### Sequential cells grouped by signal name, run 1

Drawn at 12 px/um. Other sequential cells in the stronger gray, the rest of the logic in the fainter gray.
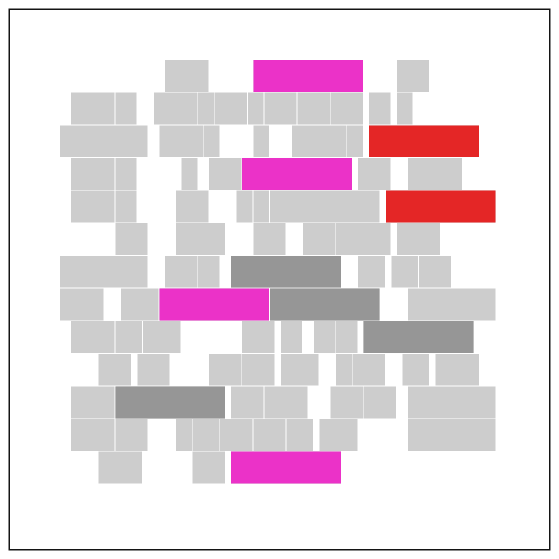
### Placed standard cells, run 1

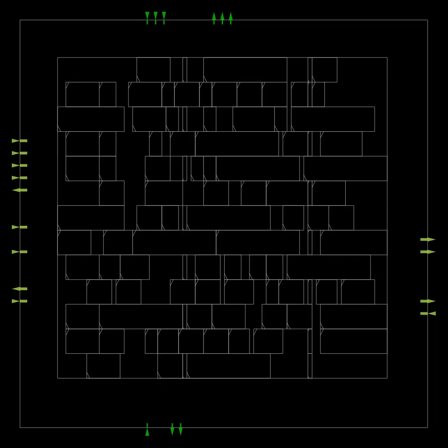
### Wires at chosen ports, followed through buffers, run 1

Drawn at 12 px/um.
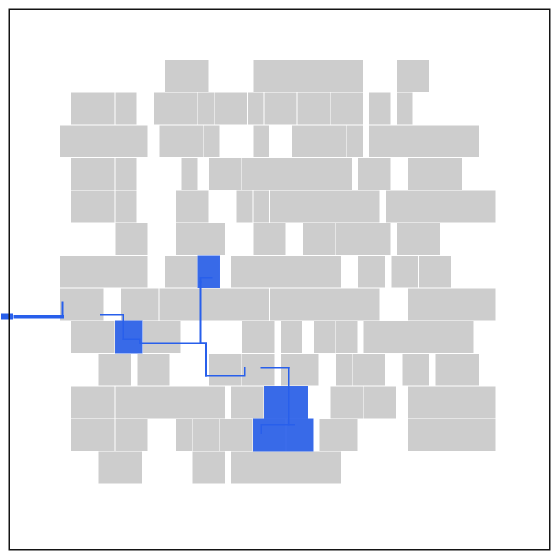
$ cat config.mk
export PLATFORM = sky130hd
export DESIGN_NAME = piso_tx_sched
export DESIGN_NICKNAME = d
export VERILOG_FILES = /design/src/rtl/piso_tx_sched.sv
export SDC_FILE = /design/constraint.sdc
export NUM_CORES = 1
export LEC_CHECK = 0
export CORE_MARGIN = 4
export CORE_UTILIZATION = 41
export CTS_CLUSTER_SIZE = 24
export DETAILED_ROUTE_END_ITERATION = 8
export PLACE_DENSITY_LB_ADDON = 0.12
export REMOVE_ABC_BUFFERS = 1
export SLEW_MARGIN = 20
export SYNTH_ARGS = -nofsm -noshare
export SYNTH_HDL_FRONTEND = slang
export SYNTH_SLANG_ARGS = --single-unit
$ cat constraint.sdc
create_clock -name clk -period 1.84 [get_ports clk]
set_clock_uncertainty 0.05 [all_clocks]
set_input_delay 0.368 -clock clk [delete_from_list [all_inputs] [get_ports clk]]
set_output_delay 0.368 -clock clk [all_outputs]
set_load 0.05 [all_outputs]
$ cat src/rtl/piso_tx_sched.sv
// piso_tx_sched: round-robin two-requester front end for a PISO shift register.
// Accepts one WIDTH-bit word per valid/ready handshake and drives the PISO
// parallel data and load/shift control. It also tags the serial bits with the
// owning requester.
//
// Ports:
//   clk, clr_n              - clock (rising edge), async active-low reset
//   reqK_valid/data/ready   - requester K word handshake (K = 0, 1)
//   piso_d                  - word presented to PISO D
//   piso_mode               - PISO shift control: 1 = load, 0 = shift
//   tx_active               - PISO output carries a valid serial bit
//   tx_owner                - requester owning the word in flight
//   tx_last                 - current serial bit is the final bit of the word
//
// Build option: define PISO_SCHED_B2B_EN to also accept a word on the final
// SHIFT cycle, so a sustained stream costs WIDTH+1 cycles per word.
module piso_tx_sched #(
    parameter int WIDTH = 4
) (
    input  logic             clk,
    input  logic             clr_n,
    input  logic             req0_valid,
    input  logic [WIDTH-1:0] req0_data,
    output logic             req0_ready,
    input  logic             req1_valid,
    input  logic [WIDTH-1:0] req1_data,
    output logic             req1_ready,
    output logic [WIDTH-1:0] piso_d,
    output logic             piso_mode,
    output logic             tx_active,
    output logic             tx_owner,
    output logic             tx_last
);

    localparam int CW = $clog2(WIDTH);
    localparam logic [CW-1:0] LAST = CW'(WIDTH - 1);

    typedef enum logic [1:0] {
        IDLE,
        LOAD,
        SHIFT
    } state_t;

    state_t        state;
    state_t        state_nxt;
    logic [CW-1:0] cnt;
    logic          prio;
    logic          window;
    logic          xfer;

    always_ff @(posedge clk or negedge clr_n) begin
        if (!clr_n) begin
            state <= IDLE;
        end else begin
            state <= state_nxt;
        end
    end

    always_comb begin
        state_nxt = state;
        piso_mode = 1'b0;
        tx_active = 1'b0;
        tx_last   = 1'b0;
        window    = 1'b0;
        case (state)
            IDLE: begin
                window = 1'b1;
            end
            LOAD: begin
                piso_mode = 1'b1;
                state_nxt = SHIFT;
            end
            SHIFT: begin
                tx_active = 1'b1;
                tx_last   = (cnt == LAST);
`ifdef PISO_SCHED_B2B_EN
                window    = tx_last;
`endif
                if (tx_last) begin
                    state_nxt = IDLE;
                end
            end
            default: begin
                state_nxt = IDLE;
            end
        endcase

        // Ready is gated by clr_n: reset forces IDLE, whose window is open,
        // but nothing may be granted while reset is held.
        req0_ready = clr_n & window & req0_valid & (~req1_valid | ~prio);
        req1_ready = clr_n & window & req1_valid & (~req0_valid | prio);
        xfer       = req0_ready | req1_ready;

        if (xfer) begin
            state_nxt = LOAD;
        end
    end

    always_ff @(posedge clk or negedge clr_n) begin
        if (!clr_n) begin
            cnt      <= '0;
            prio     <= 1'b0;
            piso_d   <= '0;
            tx_owner <= 1'b0;
        end else begin
            if (state == LOAD) begin
                cnt <= '0;
            end else if (state == SHIFT) begin
                cnt <= cnt + CW'(1);
            end
            if (xfer) begin
                piso_d   <= req1_ready ? req1_data : req0_data;
                tx_owner <= req1_ready;
                prio     <= ~req1_ready;
            end
        end
    end

endmodule
==> out/results.ini, run 1 <==
[clock_tree]
clk_pin_slew_worst_paths_ns=0.07
cts_buffers=3
cts_max_path_buffers=2
cts_resized=5
cts-root-buf=clkbuf_4
cts_setup_buffers=0
hold_buffers=0
cts_tree=done
clock-sinks=10
clock_latency_ns=0.26
htree_num_levels=1

[placed_design]
placed_area_um2=863
preCtsSetupSlack_ns=-0.0496
dp_hpwl_um=1120
place_inst=97
globalplace.congestion=0.727

[setup_path]
cp-start-kind=primary input
timing.rr.start=state[1]
worstPathRequired_ns=1.42
worstSetupEndpointType=output pin
critPathArrivalTime_ns=1.39
reg2reg_depth=6
crit_type=primary input to output pin
path_max_fanout=3
crit_path_start=req1_valid

[logic_synthesis]
postSynthCellCount=55
fa_ha_area_share_pct=8.95
mux_share_pct=1.79
logic_family=simple AND/OR/NAND/NOR gates
ff_type=dfrtp_1
syn_area_um2=559
synth_seq_share_pct=44.7
yosys_warnings=0
ys_cells=55
syn_area_per_cell_um2=10.2
synth.top_cells.by_count=10 x dfrtp_1, 7 x nand2_1
top_area_share_pct=44.7
synth-async-reset-ratio_pct=100
edf_count=0
yosys.area_share.aoi_pct=17.4
yosys_area_um2=559
ys_ff=10
synth.largest_area_cell=dfrtp_1
synth_simple_gate_area_share_pct=20.4
synth.most_common_cell=dfrtp_1
xor_share_pct=0
synth_cell_types=22
synth.area.top_cells=dfrtp_1 45%, ha_1 8.9%, o211ai_1 5.4%

[global_route]
grt_use_total_pct=15.6
grt_pass1_wl_um=2240
met2_usage_pct=28.8
grt_pass1_vias=535
met3_usage_pct=5.18
overflow=0
met1_usage_pct=15.5
grt_max_degree=15
antenna_found_initial=0
top_usage_layer=met2

[status]
status=completed

[cells_and_area]
diodes=0
layout.nets=107
design_area_um2=932
postLayoutCoreUtil_pct=72.5
fill_cells=104
drive_gt1_share_pct=36.0
syn2layout_area_growth_pct=66.7

[timing]
slew_violations=0
timing.fmax_mhz=552
finalClockPeriodUsage_pct=98.5
fin_ws_ns=0.0281
hold_viol=0
max_slew_margin_pct=84.4
worst_pin_slew_ns=0.232
fin_crit_ns=1.81
setup_viol=0
rsz0062_at_grt=true

[routing]
ant_nets=0
drcViolationCount=0
wl_met1_um=535
routed-wl-met2_um=756
drt_wl_total_um=1430
vias=546
viasPerCell=5.25
wl_per_cell_um=13.8
dr_wl_met3_um=109
top_layer=met4
dr.first_iter.drc_count=8
dr.pass1.iters=4

[floorplan]
dieArea_um2=2020
num_rows=13
initial_utilization_pct=43.5
die_w_um=44.9
die_h_um=44.9

[pwr]
total_power_mw=1.57
powerDensity_nw_per_um2=1680
ir_worst_vdd_uv=885
leakage_nw=0.431

[worst_hold_path]
hp-start=cnt[0]
holdPathStages=1
min_path_type=flip-flop to flip-flop

[flow_run]
max-cap-violations=0
warnings=28

Back to the opening pictures, 'Sequential cells grouped by signal name':
Key: red = `cnt` [sequential cells 2]; magenta = `piso_d` [sequential cells 4]

Back to the opening pictures, 'Placed standard cells':
Flops: 10
tap cells: 15
fin cells: 104
register share of the cell area: 26.8%
core area: 1280 um^2

Back to the opening pictures, 'Wires at chosen ports, followed through buffers':
Key: blue = `req0_valid` [bits 1, direction input, edge left, end cells 5, buffers 2, wire 40.2 um]
I/O Buffers: 21
io pins: 22

==> run 1: final timing paths <==
path                                    to  slack (ns)
worst min-delay path                cnt[0]        0.43
worst min register to register      cnt[0]        0.43
worst max register to register   piso_d[3]        0.24
worst max-delay path            req1_ready        0.03
max in group asynchronous        piso_d[3]        1.12
min in group asynchronous           cnt[0]        0.46
==> run 1: cells in the final DEF (no fill, tap or decap), types with 3 or more instances in the layout <==
cell             netlist  routed
clkbuf_4               0       3
o211ai_1               4       4
nand2_1                7       7
buf_12                 0       5
o21ai_0                3       3
buf_4                  0      17
nand3_1                4       4
clkdlybuf4s50_1        0      11
dfrtp_1               10      10
ha_1                   4       3
==> run 1: flip-flops by register name (all words and copies together), names as in the netlist <==
signal / flops
piso_d: 4
cnt: 2
state: 2
prio: 1
tx_owner: 1
==> run 1: report_power, final <==
| group | total [mW] | switching, mW | internal (mW) |
|---|---|---|---|
| Clock | 0.148 | 0.0722 | 0.0754 |
| Sequential | 0.403 | 0.0764 | 0.327 |
| Combinational | 1.02 | 0.564 | 0.455 |
| Total | 1.57 | 0.713 | 0.857 |
==> run 1: layout make-up <==
class                   count  area, um^2  area share (%)
multi-input cells          39         288            30.9
repair buffers             33         338            36.2
clock buffers               3        22.5            2.42
inverters                   4        15.0            1.61
flip-flops and latches     10         250            26.8
well taps                  15        18.8            2.01
==> run 1: worst max-delay path, stage by stage <==
cell	delay, ns
clkdlybuf4s50_1	0.53
and3_4	0.20
and2_4	0.16
buf_12	0.13
==> run 1: per-stage QoR <==
stage	TNS, ns	hold slack (ns)
floorplan	-0.510	0.0224
global placement	-0.0347	0.418
finish	0	0.430
CTS	0	0.435
detailed placement	-0.0916	0.426
global route	-0.0276	0.461
--- run 2 (diff from run 1) ---
ABC_AREA = 1   (was not set)
CELL_PAD_IN_SITES_DETAIL_PLACEMENT = 0   (was not set)
CELL_PAD_IN_SITES_GLOBAL_PLACEMENT = 2   (was not set)
CORE_UTILIZATION = 22   (was 41)
### Placed standard cells, run 2

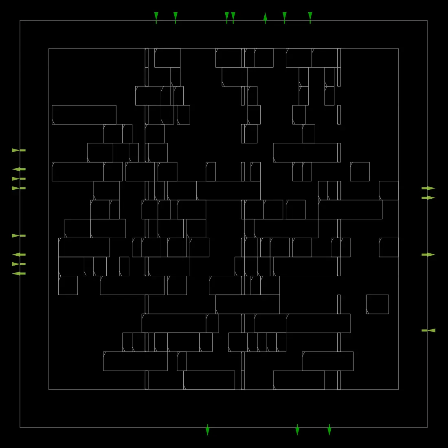
core area: 2450 um^2
tap cells: 30
row cnt: 18
final core occ: 41.3%
register share of the cell area: 24.7%

==> run 2 against run 1 <==
Against the previous run:
- register-to-register slack better by 0.10 ns
- area after synthesis stayed put
- final cell count is 34% higher
- sequential power up 2%
- non-clock buffer count rose by 2
- highest routed layer is now met3
- critical path type is now flip-flop to output pin
- critical path depth rose by 3
- sequential share of layout area fell by 2.2 points
==> out/results.ini, run 2 <==
[timing]
max_slew_margin_pct=78.2
hold_viol=0
finalClockPeriodUsage_pct=99.6
fin_ws_ns=0.00784
tns_ns=0
rsz0062_at_grt=true
setup_viol=0
worst_pin_slew_ns=0.327
slew_violations=0
timing.fmax_mhz=546

[setup_path]
worstSetupEndpointType=output pin
cp-start-kind=flip-flop
crit_path_start=state[1]
cpLargestDelayFamily=flip-flops
critPathArrivalTime_ns=1.41
reg2reg_depth=10
cp-endpoint=req1_ready
path_max_fanout=3
slowest_stage=dfrtp_1
crit_type=flip-flop to output pin
crit_chain=inv_2 > ha_4 > nand2_4 > nor2_4 > nand2_2 > inv_2 > buf_12
worstPathRequired_ns=1.42
cp.depth=7
r2r_slack_ns=0.34
crit_buf_inv=3
timing.rr.start=state[1]
cp_common_cell=inv_2

[logic_synthesis]
xor_share_pct=0
ys_ff=10
synth_seq_share_pct=44.7
synth.largest_area_cell=dfrtp_1
synth.area.top_cells=dfrtp_1 45%, nand2_1 11%, ha_1 8.9%
synth_simple_gate_area_share_pct=26.0
edf_count=0
fa_ha_area_share_pct=8.95
ff_type=dfrtp_1
synth-async-reset-ratio_pct=100
logic_family=simple AND/OR/NAND/NOR gates
yosys_warnings=0
synth.top_cells.by_count=16 x nand2_1, 13 x inv_1, 10 x dfrtp_1
top_area_share_pct=44.7
ys_cells=70
syn_area_per_cell_um2=7.99
postSynthCellCount=70
yosys.area_share.aoi_pct=10.3
yosys_area_um2=559
synth_cell_types=16
syn_area_um2=559

[pwr]
p_seq_share_pct=23.4
comb_cell_power_mw=1.14
p_clk_mw=0.205
leakage_nw=0.522
internal_power_mw=0.950
p_clk_share_pct=11.7
maxPowerGroup=combinational cells
swShare_pct=45.9
p_switching_mw=0.806
pwr-share-comb_pct=65.0
powerDensity_nw_per_um2=1730

[placed_design]
dp_hpwl_um=1140
place_inst=127
placed_area_um2=890
preCtsSetupSlack_ns=-0.0238
io_buffer_count=21

[global_route]
antenna_found_initial=0
grt_max_degree=8
grt_pass1_vias=540
overflow=0
grt_pass1_wl_um=2380
grt_use_total_pct=9.45

[flow_run]
max-cap-violations=0
warnings=28

[clock_tree]
hold_buffers=0
clock_latency_ns=0.27
cts_tree=done
cts_max_path_buffers=2
cts_buffers=3
clock-sinks=10
htree_num_levels=1
cts-root-buf=clkbuf_4
clk_pin_slew_worst_paths_ns=0.07

[cells_and_area]
layout.nets=126
final_cell_mix=19 x buf_4, 16 x nand2_1, 11 x inv_1
largest_reg_flops=4
finalNonFillerCells=139
logic_area_um2=283
syn2layout_area_growth_pct=81.4
fill_cells=258
drive_gt1_share_pct=35.8
top_regs=piso_d x4, cnt x2, state x2
design_area_um2=1010

[floorplan]
die_w_um=58.4
initial_utilization_pct=22.8
die_h_um=58.4
boundaryPins=22
dieArea_um2=3410

[routing]
vias=563
drt_wl_total_um=1520
viasPerCell=4.05
drcViolationCount=0
ant_nets=0
dr.first_iter.drc_count=5
wl_per_cell_um=10.9

[status]
status=completed

### Sequential cells grouped by signal name, run 2

Drawn at 10 px/um. Other sequential cells in the stronger gray, the rest of the logic in the fainter gray.
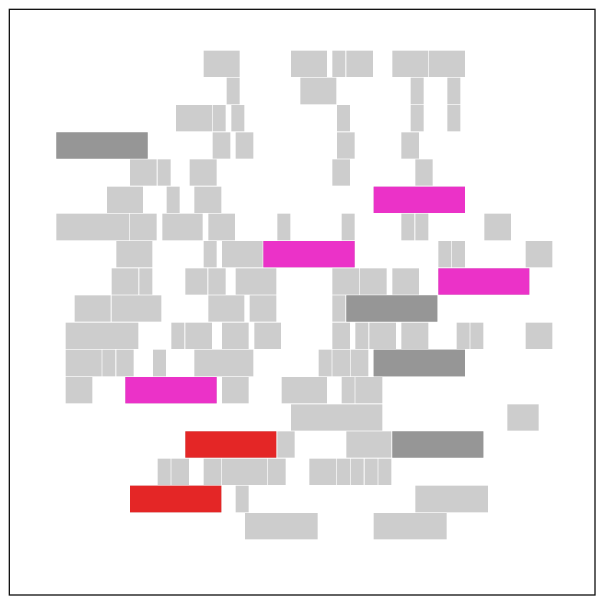
Key: red = `cnt` [sequential cells 2]; magenta = `piso_d` [sequential cells 4]
sequential group power: 0.411 mW
Flop area: 250 um^2

## run 2: netlist changes by cell type in the layout (fill, tap and decap cells not counted), moves of 2 or more
cell and change:
nand3_1 +4, o21ai_0 -2, o211ai_1 -4, buf_4 +2
and2_1 -2, inv_2 +2, o21ai_1 +3, nor2_1 +3
inv_1 +9, nand2b_1 -2, nand2_1 +9
## run 2: logic make-up (layout without fill, tap and decap cells)
family | after synthesis | count (layout)
and+or+nand+nor | 32 | 32
AOI/OAI and AO/OA | 9 | 9
buffers and inverters | 15 | 54
DFF | 10 | 10
adders and majority gates | 4 | 4
## run 2: layer usage
metal | part of all wire (%) | up-vias | track usage (%) | wire length, um
met5 | 0 | - | 0 | 0
li1 | - | 297 | - | -
met1 | 49 | 251 | 13.1 | 745
met2 | 44 | 15 | 13.2 | 674
met4 | 0 | 0 | 1.99 | 0
met3 | 6.6 | 0 | 4.61 | 101
## run 2: metrics by stage
| step | power (mW) | hold WS, ns | utilization [%] |
|---|---|---|---|
| CTS | 1.68 | 0.208 | 39.0 |
| global route | 1.90 | 0.256 | 41.3 |
| global placement | 1.39 | 0.406 | 36.2 |
| finish | 1.76 | 0.247 | 41.3 |
| detailed placement | 1.39 | 0.420 | 36.2 |
| floorplan | 1.02 | 0.0224 | - |
## run 2: cell type report
type,instances,share of cell area [%]
flip-flops and latches,10,24.7
well taps,30,3.70
multi-input cells,45,27.9
clock buffers,4,3.58
repair buffers,35,34.6
inverters,15,5.55
## run 2: what timing repair did
action                                  4_1_cts  5_1_grt
resized                                       6        2
endpoints found under the setup margin        2        2
hold endpoints to repair                      0        0
pin swaps                                     0        2
buffers inserted                              2        6
--- run 3 (diff from run 2) ---
SLEW_MARGIN = not set   (was 20)
==> run 3 against run 2 <==
Against the previous run:
- area after synthesis unchanged
- hold slack unchanged
- design area unchanged
- global-route usage unchanged
- critical path type unchanged
- critical endpoint unchanged
- largest cell class unchanged
- largest power group unchanged
==> out/results.ini, run 3 <==
[status]
status=completed

[floorplan]
die_h_um=58.4
die_w_um=58.4
num_rows=18
boundaryPins=22
initial_utilization_pct=22.8

[logic_synthesis]
postSynthCellCount=70
top_area_share_pct=44.7
syn_area_per_cell_um2=7.99
yosys_warnings=0
synth.top_cells.by_count=16 x nand2_1, 13 x inv_1, 10 x dfrtp_1
synth_cell_types=16
synth.most_common_cell=nand2_1
synth_seq_share_pct=44.7
yosys_area_um2=559
synth.area.top_cells=dfrtp_1 45%, nand2_1 11%, ha_1 8.9%
ys_ff=10
synth.largest_area_cell=dfrtp_1
ys_cells=70
synth-async-reset-ratio_pct=100
syn_area_um2=559
ff_type=dfrtp_1

[flow_run]
warnings=28
max-cap-violations=0

[setup_path]
cp-start-kind=flip-flop
critPathArrivalTime_ns=1.41
critical-path-max-stage-delay_ns=0.42
slowest_stage=dfrtp_1
r2r_end=piso_d[2]
crit_chain=inv_2 > ha_4 > nand2_4 > nor2_4 > nand2_2 > inv_2 > buf_12
crit_path_start=state[1]
worstSetupEndpointType=output pin
timing.rr.start=state[1]
r2r_slack_ns=0.34
reg2reg_depth=10
path_max_fanout=3

[timing]
timing.fmax_mhz=546
tns_ns=0
fin_crit_ns=1.83
max_slew_margin_pct=78.2
fin_ws_ns=0.00784
finalClockPeriodUsage_pct=99.6
worst_pin_slew_ns=0.327
hold_viol=0
setup_viol=0
holdWs_ns=0.247
rsz0062_at_grt=true

[placed_design]
globalplace.congestion=0.684
io_buffer_count=21
preCtsSetupSlack_ns=-0.0238
dp_hpwl_um=1140
place_inst=127
placed_area_um2=890

[clock_tree]
clock-sinks=10
cts-root-buf=clkbuf_4
htree_num_levels=1
cts_tree=done
clock_latency_ns=0.27
cts_max_path_buffers=2
clk_pin_slew_worst_paths_ns=0.07
cts_buffers=3

[cells_and_area]
regMostFlops=piso_d
flop_area_um2=250
logic_area_um2=283
postLayoutCoreUtil_pct=41.3
final_cell_mix=19 x buf_4, 16 x nand2_1, 11 x inv_1
syn2layout_area_growth_pct=81.4
drive_gt1_share_pct=35.8
design_area_um2=1010
layout_top_cell=buf_4
largest_reg_flops=4
diodes=0
layout.nets=126

[routing]
ant_nets=0
drt_wl_total_um=1520
dr.first_iter.drc_count=5
dr.pass1.iters=3
vias=563
drcViolationCount=0

[global_route]
overflow=0
grt_pass1_wl_um=2380
antenna_found_initial=0
met1_usage_pct=13.1
met3_usage_pct=4.61
top_usage_layer=met2
grt_pass1_vias=540

[worst_hold_path]
min_path_type=primary input to asynchronous set/reset pin

[pwr]
total_power_mw=1.76
ir_worst_vdd_uv=718

==> run 3: critical path: cells and delay by family (launching register included) <==
family / cells / cell delay [ns]
flops: 1 / 0.42
simple gates: 3 / 0.24
buf+inv: 3 / 0.31
fa+ha+maj: 1 / 0.16
==> run 3: routing by layer <==
layer | wire length (um) | vias to the layer above
li1 | - | 297
met1 | 745 | 251
met2 | 674 | 15
met3 | 101 | 0
met4 | 0 | 0
met5 | 0 | -
==> run 3: power breakdown <==
group	leakage (nW)	switching [mW]	internal, mW
registers	0.122	0.0795	0.331
clock network	0.0210	0.0844	0.120
logic	0.379	0.642	0.499
==> run 3: logic make-up (layout without fill, tap and decap cells) <==
family / Yosys count / count (layout) / share of synthesized area [%]
AOI/OAI and AO/OA: 9 / 9 / 10.3
DFF: 10 / 10 / 44.7
buffers and inverters: 15 / 54 / 10.1
adders and majority gates: 4 / 4 / 8.95
and+or+nand+nor: 32 / 32 / 25.9
==> run 3: how the worst max path moves through the flow <==
stage | to | cells past startpoint | slack, ns
6_report | req1_ready | 7 | 0.008
5_1_grt | req1_ready | 7 | -0.08
4_1_cts | req1_ready | 7 | 0.009
3_5_place_dp | req0_ready | 4 | -0.02
3_3_place_gp | req0_ready | 4 | -0.03
2_1_floorplan | tx_last | 4 | 0.06
==> run 3: cell type report <==
type / instances / area share [%]
clock buffer: 4 / 3.58
inverter: 15 / 5.55
multi-input combinational: 45 / 27.9
sequential: 10 / 24.7
tap: 30 / 3.70
timing repair buffer: 35 / 34.6
==> run 3: timing repair <==
action	in CTS	in global routing
hold buffers	0	0
buffers inserted	2	6
setup endpoints to repair	2	2
pin swaps	0	2
gates resized	6	2
### Placed standard cells, run 3

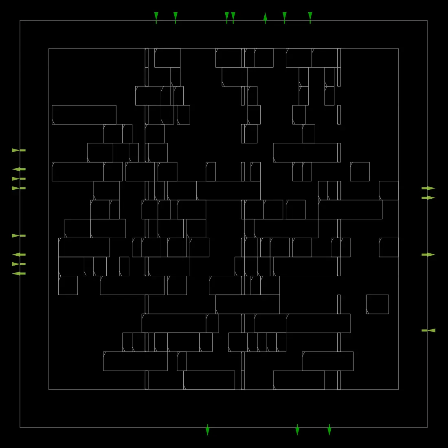
fillcell total: 258
fin cells: 139

### Wire density map, run 3

Drawn at 6 px/um. The die is cut into 12 by 12 equal tiles; dark blue is low, red is high, scaled to the fullest tile. Values are wire area over tile area, all layers added.
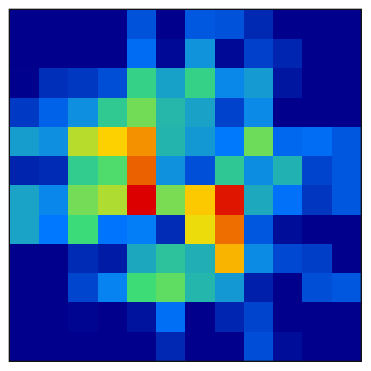
The densest ninth of the die: center. The emptiest ninth of the die: lower left. 13% of the tiles are over half the peak.
GRT Total Usage: 9.45%
Routed wire per std cell: 10.9 um

No activity file was given, so power comes from the tool's default toggle rates.
